sizing.png
Bar = 100 µm.
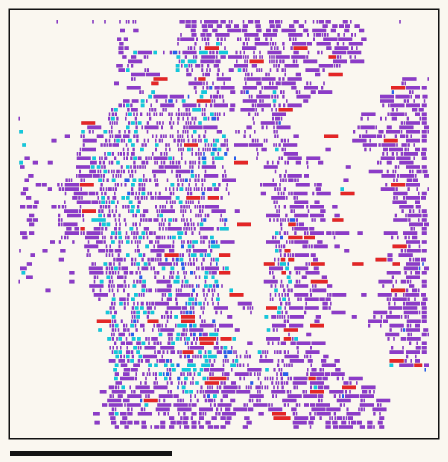
clock_nets.png
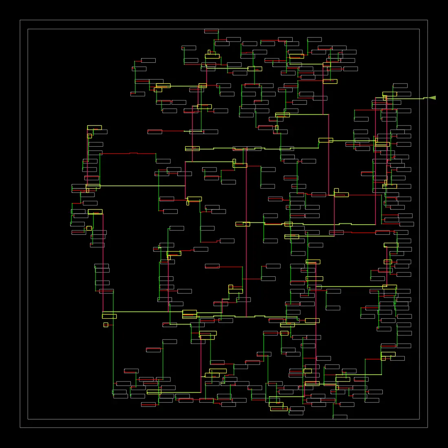
clock_wires.png
Bar = 100 µm.
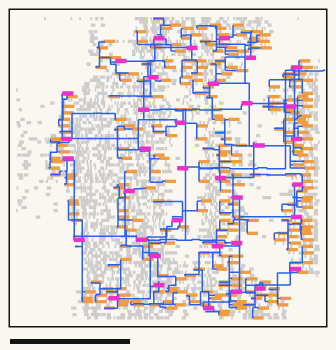
closeup.png
Window x 183 to 213, y 51 to 81 µm. Cells in gray, sequential cells in the stronger gray; small squares are vias.
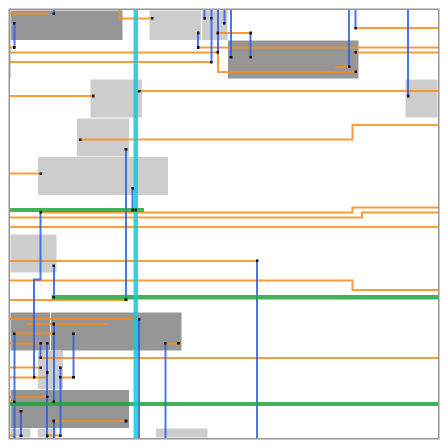
===== src/rtl/riscie_datapath_if.sv =====
// riscie_datapath_if: control strobes, memory data and register observation for the RISCie datapath
interface riscie_datapath_if #(parameter int WIDTH = 32);
  logic [WIDTH-1:0] MData_In;
  logic Read;
  logic R2_Out, R4_Out, PC_Out, ZLO_Out, MDR_Out;
  logic R2_In, R4_In, R5_In, PC_In, IR_In, MAR_In, MDR_In, Y_In, Z_In;
  logic IncPC, CONTROL;
  logic [WIDTH-1:0] Bus_Out, R2_Q, R4_Q, R5_Q, PC_Q, IR_Q, MAR_Q, MDR_Q, Y_Q, ZHI_Q, ZLO_Q;
  modport master (
    output MData_In, Read, R2_Out, R4_Out, PC_Out, ZLO_Out, MDR_Out,
           R2_In, R4_In, R5_In, PC_In, IR_In, MAR_In, MDR_In, Y_In, Z_In, IncPC, CONTROL,
    input  Bus_Out, R2_Q, R4_Q, R5_Q, PC_Q, IR_Q, MAR_Q, MDR_Q, Y_Q, ZHI_Q, ZLO_Q
  );
  modport slave (
    input  MData_In, Read, R2_Out, R4_Out, PC_Out, ZLO_Out, MDR_Out,
           R2_In, R4_In, R5_In, PC_In, IR_In, MAR_In, MDR_In, Y_In, Z_In, IncPC, CONTROL,
    output Bus_Out, R2_Q, R4_Q, R5_Q, PC_Q, IR_Q, MAR_Q, MDR_Q, Y_Q, ZHI_Q, ZLO_Q
  );
endinterface


===== src/rtl/riscie_datapath.sv =====
// riscie_datapath: single-bus 32-bit datapath with register file, bus mux and add/increment ALU
module riscie_datapath #(
  parameter int WIDTH   = 32,
  parameter int PC_STEP = 1
) (
  input logic Clock,
  input logic Clear,
  riscie_datapath_if.slave dp
);
  logic [WIDTH-1:0] r2, r4, r5, pc, ir, mar, mdr, y, zhi, zlo, bus;
  logic [WIDTH:0] sum;
  always_comb bus = dp.MDR_Out ? mdr : dp.ZLO_Out ? zlo : dp.PC_Out ? pc :
                    dp.R2_Out ? r2 : dp.R4_Out ? r4 : '0;
  // carry lands in sum[WIDTH] and becomes ZHI bit 0
  always_comb sum = dp.IncPC ? {1'b0, bus} + (WIDTH+1)'(PC_STEP) :
                    dp.CONTROL ? {1'b0, y} + {1'b0, bus} : {1'b0, bus};
  always_ff @(posedge Clock or negedge Clear) begin
    if (!Clear) begin
      {r2, r4, r5, pc, ir, mar, mdr, y, zhi, zlo} <= '0;
    end else begin
      if (dp.R2_In) r2 <= bus;
      if (dp.R4_In) r4 <= bus;
      if (dp.R5_In) r5 <= bus;
      if (dp.PC_In) pc <= bus;
      if (dp.IR_In) ir <= bus;
      if (dp.MAR_In) mar <= bus;
      if (dp.MDR_In) mdr <= dp.Read ? dp.MData_In : bus;
      if (dp.Y_In) y <= bus;
      if (dp.Z_In) begin
        zlo <= sum[WIDTH-1:0];
        zhi <= {{(WIDTH-1){1'b0}}, sum[WIDTH]};
      end
    end
  end
  assign dp.Bus_Out = bus;
  assign dp.R2_Q = r2;
  assign dp.R4_Q = r4;
  assign dp.R5_Q = r5;
  assign dp.PC_Q = pc;
  assign dp.IR_Q = ir;
  assign dp.MAR_Q = mar;
  assign dp.MDR_Q = mdr;
  assign dp.Y_Q = y;
  assign dp.ZHI_Q = zhi;
  assign dp.ZLO_Q = zlo;
endmodule


===== src/flat_wrapper.sv =====
// flat-port wrapper written by rule: the top's interface ports become plain ports
module riscie_datapath_flat 
#(
  parameter int WIDTH   = 32,
  parameter int PC_STEP = 1
)
  (Clock, Clear, dp_MData_In, dp_Read, dp_R2_Out, dp_R4_Out, dp_PC_Out, dp_ZLO_Out, dp_MDR_Out, dp_R2_In, dp_R4_In, dp_R5_In, dp_PC_In, dp_IR_In, dp_MAR_In, dp_MDR_In, dp_Y_In, dp_Z_In, dp_IncPC, dp_CONTROL, dp_Bus_Out, dp_R2_Q, dp_R4_Q, dp_R5_Q, dp_PC_Q, dp_IR_Q, dp_MAR_Q, dp_MDR_Q, dp_Y_Q, dp_ZHI_Q, dp_ZLO_Q);
  riscie_datapath_if #(.WIDTH(WIDTH)) dp_i ();
  input logic Clock;
  input logic Clear;
  input wire logic [$bits(dp_i.MData_In)-1:0] dp_MData_In;
  input wire logic [$bits(dp_i.Read)-1:0] dp_Read;
  input wire logic [$bits(dp_i.R2_Out)-1:0] dp_R2_Out;
  input wire logic [$bits(dp_i.R4_Out)-1:0] dp_R4_Out;
  input wire logic [$bits(dp_i.PC_Out)-1:0] dp_PC_Out;
  input wire logic [$bits(dp_i.ZLO_Out)-1:0] dp_ZLO_Out;
  input wire logic [$bits(dp_i.MDR_Out)-1:0] dp_MDR_Out;
  input wire logic [$bits(dp_i.R2_In)-1:0] dp_R2_In;
  input wire logic [$bits(dp_i.R4_In)-1:0] dp_R4_In;
  input wire logic [$bits(dp_i.R5_In)-1:0] dp_R5_In;
  input wire logic [$bits(dp_i.PC_In)-1:0] dp_PC_In;
  input wire logic [$bits(dp_i.IR_In)-1:0] dp_IR_In;
  input wire logic [$bits(dp_i.MAR_In)-1:0] dp_MAR_In;
  input wire logic [$bits(dp_i.MDR_In)-1:0] dp_MDR_In;
  input wire logic [$bits(dp_i.Y_In)-1:0] dp_Y_In;
  input wire logic [$bits(dp_i.Z_In)-1:0] dp_Z_In;
  input wire logic [$bits(dp_i.IncPC)-1:0] dp_IncPC;
  input wire logic [$bits(dp_i.CONTROL)-1:0] dp_CONTROL;
  output wire logic [$bits(dp_i.Bus_Out)-1:0] dp_Bus_Out;
  output wire logic [$bits(dp_i.R2_Q)-1:0] dp_R2_Q;
  output wire logic [$bits(dp_i.R4_Q)-1:0] dp_R4_Q;
  output wire logic [$bits(dp_i.R5_Q)-1:0] dp_R5_Q;
  output wire logic [$bits(dp_i.PC_Q)-1:0] dp_PC_Q;
  output wire logic [$bits(dp_i.IR_Q)-1:0] dp_IR_Q;
  output wire logic [$bits(dp_i.MAR_Q)-1:0] dp_MAR_Q;
  output wire logic [$bits(dp_i.MDR_Q)-1:0] dp_MDR_Q;
  output wire logic [$bits(dp_i.Y_Q)-1:0] dp_Y_Q;
  output wire logic [$bits(dp_i.ZHI_Q)-1:0] dp_ZHI_Q;
  output wire logic [$bits(dp_i.ZLO_Q)-1:0] dp_ZLO_Q;
  assign dp_i.MData_In = dp_MData_In;
  assign dp_i.Read = dp_Read;
  assign dp_i.R2_Out = dp_R2_Out;
  assign dp_i.R4_Out = dp_R4_Out;
  assign dp_i.PC_Out = dp_PC_Out;
  assign dp_i.ZLO_Out = dp_ZLO_Out;
  assign dp_i.MDR_Out = dp_MDR_Out;
  assign dp_i.R2_In = dp_R2_In;
  assign dp_i.R4_In = dp_R4_In;
  assign dp_i.R5_In = dp_R5_In;
  assign dp_i.PC_In = dp_PC_In;
  assign dp_i.IR_In = dp_IR_In;
  assign dp_i.MAR_In = dp_MAR_In;
  assign dp_i.MDR_In = dp_MDR_In;
  assign dp_i.Y_In = dp_Y_In;
  assign dp_i.Z_In = dp_Z_In;
  assign dp_i.IncPC = dp_IncPC;
  assign dp_i.CONTROL = dp_CONTROL;
  assign dp_Bus_Out = dp_i.Bus_Out;
  assign dp_R2_Q = dp_i.R2_Q;
  assign dp_R4_Q = dp_i.R4_Q;
  assign dp_R5_Q = dp_i.R5_Q;
  assign dp_PC_Q = dp_i.PC_Q;
  assign dp_IR_Q = dp_i.IR_Q;
  assign dp_MAR_Q = dp_i.MAR_Q;
  assign dp_MDR_Q = dp_i.MDR_Q;
  assign dp_Y_Q = dp_i.Y_Q;
  assign dp_ZHI_Q = dp_i.ZHI_Q;
  assign dp_ZLO_Q = dp_i.ZLO_Q;
  riscie_datapath #(.WIDTH(WIDTH), .PC_STEP(PC_STEP)) u_core (.Clock(Clock), .Clear(Clear), .dp(dp_i));
endmodule

===== config.mk =====
export PLATFORM = sky130hd
export DESIGN_NAME = riscie_datapath_flat
export DESIGN_NICKNAME = d
export VERILOG_FILES = /design/src/rtl/riscie_datapath_if.sv /design/src/rtl/riscie_datapath.sv /design/src/flat_wrapper.sv
export SDC_FILE = /design/constraint.sdc
export NUM_CORES = 1
export LEC_CHECK = 0
export ABC_AREA = 1
export CAP_MARGIN = 15
export CORE_MARGIN = 5
export CORE_UTILIZATION = 25
export CTS_CLUSTER_SIZE = 40
export DETAILED_ROUTE_END_ITERATION = 10
export GPL_ROUTABILITY_DRIVEN = 0
export SETUP_SLACK_MARGIN = 0.1
export SKIP_LAST_GASP = 1
export SLEW_MARGIN = 20
export SYNTH_ARGS = -nofsm -noshare
export SYNTH_HDL_FRONTEND = slang
export SYNTH_SLANG_ARGS = --single-unit

===== constraint.sdc =====
create_clock -name Clock -period 4.19 [get_ports Clock]
set_clock_uncertainty 0.1 [all_clocks]
set_input_delay 1.0475 -clock Clock [delete_from_list [all_inputs] [get_ports Clock]]
set_output_delay 1.0475 -clock Clock [all_outputs]
set_load 0.01 [all_outputs]

==> GITHUB_STEP_SUMMARY <==
## Synthesis and layout report

| Metric | Value |
|---|---|
| Die H | 264.3 µm |
| Drt first pass iters | 5 |
| Pwr dens | 467.9 mW/mm² |
| Top cell excl fill/tap | nand2_1 |
| Number of standard cells reported by yosys | 2167 |
| CTS root buf | clkbuf_16 |
| Fp_density | between 20% and 30% |
| Clock transition at path regs | 60 ps |
| DRC | 0 |
| Top Family by Delay on Critical Path | buffers and inverters |
| Ports | 403 |
| Synth Register Bits | 289 |
| Synth cell types | a little under 50 |
| Sw power | 0.003901 W |
| Combinational fraction of design power | 36.7% |
| Worst path slowest cell | clkdlybuf4s50_1 |
| Final setup fails | 0 |
| Critical Path Start | dp_R4_Out |
| Avg Vias per Cell | between 4 and 5 |
| Tmin final | slightly above 4000 ps |
| DRT antenna net count | 0 |
| Startpoint Class | input port |
| Data arrival time of the critical path | between 2000 and 3000 ps |
| Detailed placement HPWL | 57870 µm |
| Avg Inst Size Synth | about 7.5 µm² |
| Reg2reg start | u_core.dp.R2_Q[17] |
| Clock buffer depth | 3 |
| Crit path kind | input port to output pin |
| Ys Warns | 0 |
| Die area | 0.06983 mm² |
| Fin. Hold Viols | 0 |
| Initial antenna violation count | 2 |
| H-Tree Level Count | 2 |
| Tightest Hold Check Type | flop to flop |
| Synth Seq Share | 44.75% |
| Fin crit share | a little over nine tenths |
| Cell count after synthesis | 2167 |
| Tot GR Track Use | 19.99% |
| Sw frac | 35.78% |
| Netlist Area Pre-Place | about 0.016 mm² |
| Layout cell share with drive strength beyond 1 | 13.57% |
| Power Internal | 0.007001 W |
| Total tool warning count | 33 |
| Rows | slightly above 90 |
| Core area | 0.06423 mm² |
| Worst-Margin Slew | 1021 ps |
| Endpoint class of the critical path | output pin |
| PnR Total Power | approximately 0.011 W |
| Post-CTS setup buffer count | 0 |
| Leakage | 10.56 nW |
| Drt total wl | between 70000 and 80000 µm |
| Slowest stage delay, CP | approximately 520 ps |
| Yosys stat chip area | 0.01616 mm² |
| Min-delay src | u_core.dp.IR_Q[4] |
| Largest net degree at the start of global routing | 117 |
| Setup_tns | 0 ps |
| Most used cell, CP | buf_4 |
| Worst rel slew slack | 31.54% |
| CTS tree | yes |
| Flop-to-flop setup slack | 1220 ps |
| Critical-path cell list | clkdlybuf4s50_1, buf_6, buf_4, nand3_1, nand2_1, nand2_1, a21oi_2, buf_4, buf_4 |
| Sequential share of power | about a third |
| Number of global-route vias before repair | 16030 |
| First-pass GRT wire length | between 100000 and 150000 µm |
| Status | complete, no violations |
| Synth-to-Final Area Change | 44.17% |
| WL per Instance | 20.52 µm |
| Crit path DRT | 3040 ps |
| WP buf/inv | 5 |
| Max-cap violations | 0 |
| Hold Buf Count CTS | 0 |
| Top Layout Cells | nand2_1, o21ai_0, clkdlybuf4s50_1, dfrtp_1, nor2_1 |
| Resize count post-CTS | 26 |
| F_max | between 200 and 250 MHz |
| CTS Sinks | slightly below 300 |
| Total global routing overflow | 0 |
-- sizing.png (at the start) --
[x3 and x4] cyan | cells: 234 | most used: buf_4
[x6 and larger] red | cells: 66 | most used: clkbuf_16
[x1 and smaller] purple | cells: 2337 | most used: nand2_1
[x2] blue | cells: 67 | most used: nand2_2

-- clock_nets.png (at the start) --
CLK BUF: 49
Worst-Skew Late Latency: 540 ps

-- clock_wires.png (at the start) --
[clock wires] blue | length: 4880 µm
[flip-flops] orange | count: 289
[clock-net drivers] magenta | count: 36
routed clock nets: 37
flops lie: all over the die
clock share of power: 30.2%
Clk. pwr: 0.00329 W

-- closeup.png (at the start) --
[M2] blue
[M3] green
[M4] cyan
[M1] orange
sequential cells in the window: 4
netlist names of flops here include: u_core.dp.R2_Q (3), u_core.dp.R4_Q (1)
cells with their middle in the window: 12
most frequent: clkdlybuf4s50_1 (5), dfrtp_1 (4), o21ai_0 (2)

==> worst register-to-register path: stages (launching register included) <==
cell and delay [ps]:
dfrtp_1 400, a21oi_1 130, nand2_1 60, nand2_1 140
nand2_1 80, nand2_1 80, inv_1 140, ha_4 330
nand2_1 80, inv_1 70, nand2_1 70, nor3_1 150
buf_4 160, nand3_1 130, or2_2 380, nand3_1 100
nand3_1 70, nand2_1 70, inv_1 40, a21oi_1 120
==> cell usage after synthesis, drive strengths merged <==
master   instances  area (µm²)
and2             1       6.260
ha              36       450.4
nor4             2       12.51
o32ai            1       8.760
a21o             2       15.01
o211ai           6       45.04
buf             65       498.0
clkbuf          77       289.0
nand2          615        2371
a21oi          157       905.9
clkinv           9       33.78
xnor2            5       43.79
a211oi           1       7.510
nand3          122       638.1
nor2           245        1008
xor2             1       8.760
inv            138       525.5
o22ai            6       37.54
fa               1       20.02
or2              3       18.77
nand3b           4       30.03
a31oi            5       31.28
nor3             8       40.04
o21bai           1       7.510
o2111ai          2       17.52
nand4            9       56.30
conb             1       3.750
o21a             6       45.04
dfrtp          289        7232
o21ai          349        1754
==> per-stage QoR <==
stage | setup slack (ps) | util (%) | cells | hold WS (ps) | cell area (µm²)
5_1_grt | 58.08 | 36.28 | 3560 | 401.8 | 23300
6_report | 148.0 | 36.28 | 3560 | 379.7 | 23300
4_1_cts | -57.36 | 36.15 | 3556 | 387.1 | 23220
2_1_floorplan | 437.6 | - | 2197 | 415.5 | 16270
3_3_place_gp | -226.0 | 34.21 | 3492 | 364.8 | 21970
3_5_place_dp | -219.5 | 34.21 | 3492 | 371.7 | 21970
==> cells by family after synthesis <==
family	after synthesis	share of synthesized area, %
simple gates	1009	25.87
compound gates	536	17.79
buf+inv	289	8.330
flops	289	44.75
fa+ha+maj	37	2.911
xor+xnor	6	0.3252
other cells	1	0.02320
==> per-layer routing <==
metal,global-route usage (%),vias up,part of all wire [%]
met5,0,-,0.018
met4,6.741,2,3.9
met3,4.815,120,7.7
met2,30.92,630,43
met1,27.54,7882,45
li1,-,8081,-
==> path summary, 6_finish.rpt <==
check	end	cells after the start
hold / removal	u_core.dp.IR_Q[4]	2
max in group asynchronous	u_core.dp.Y_Q[22]	2
setup reg to reg	u_core.dp.ZLO_Q[26]	19
setup / recovery	dp_Bus_Out[22]	9
hold reg to reg	u_core.dp.IR_Q[4]	2
min in group asynchronous	u_core.dp.R5_Q[14]	1
==> area by class of cell <==
| type | instances | area, µm² |
|---|---|---|
| Tap cell | 855 | 1070 |
| Multi-Input combinational cell | 1619 | 7751 |
| Sequential cell | 289 | 7232 |
| Fill cell | 6785 | 40930 |
| Inverter | 147 | 564.3 |
| Clock inverter | 15 | 191.4 |
| Timing Repair Buffer | 585 | 5449 |
| Antenna cell | 1 | 2.502 |
| Clock buffer | 49 | 1041 |
==> power by group through the flow <==
| stage | clock [W] | combinational, W | sequential (W) |
|---|---|---|---|
| final | 0.00329 | 0.00400 | 0.00360 |
| after floorplan | 0 | 0.00153 | 0.00373 |
| after global routing | 0.00350 | 0.00435 | 0.00366 |
| after CTS | 0.00339 | 0.00399 | 0.00360 |
| after detailed placement | 0 | 0.00399 | 0.00365 |
| after global placement | 0 | 0.00396 | 0.00364 |
Power figures rest on the tool's default switching activity, not on a simulated workload.
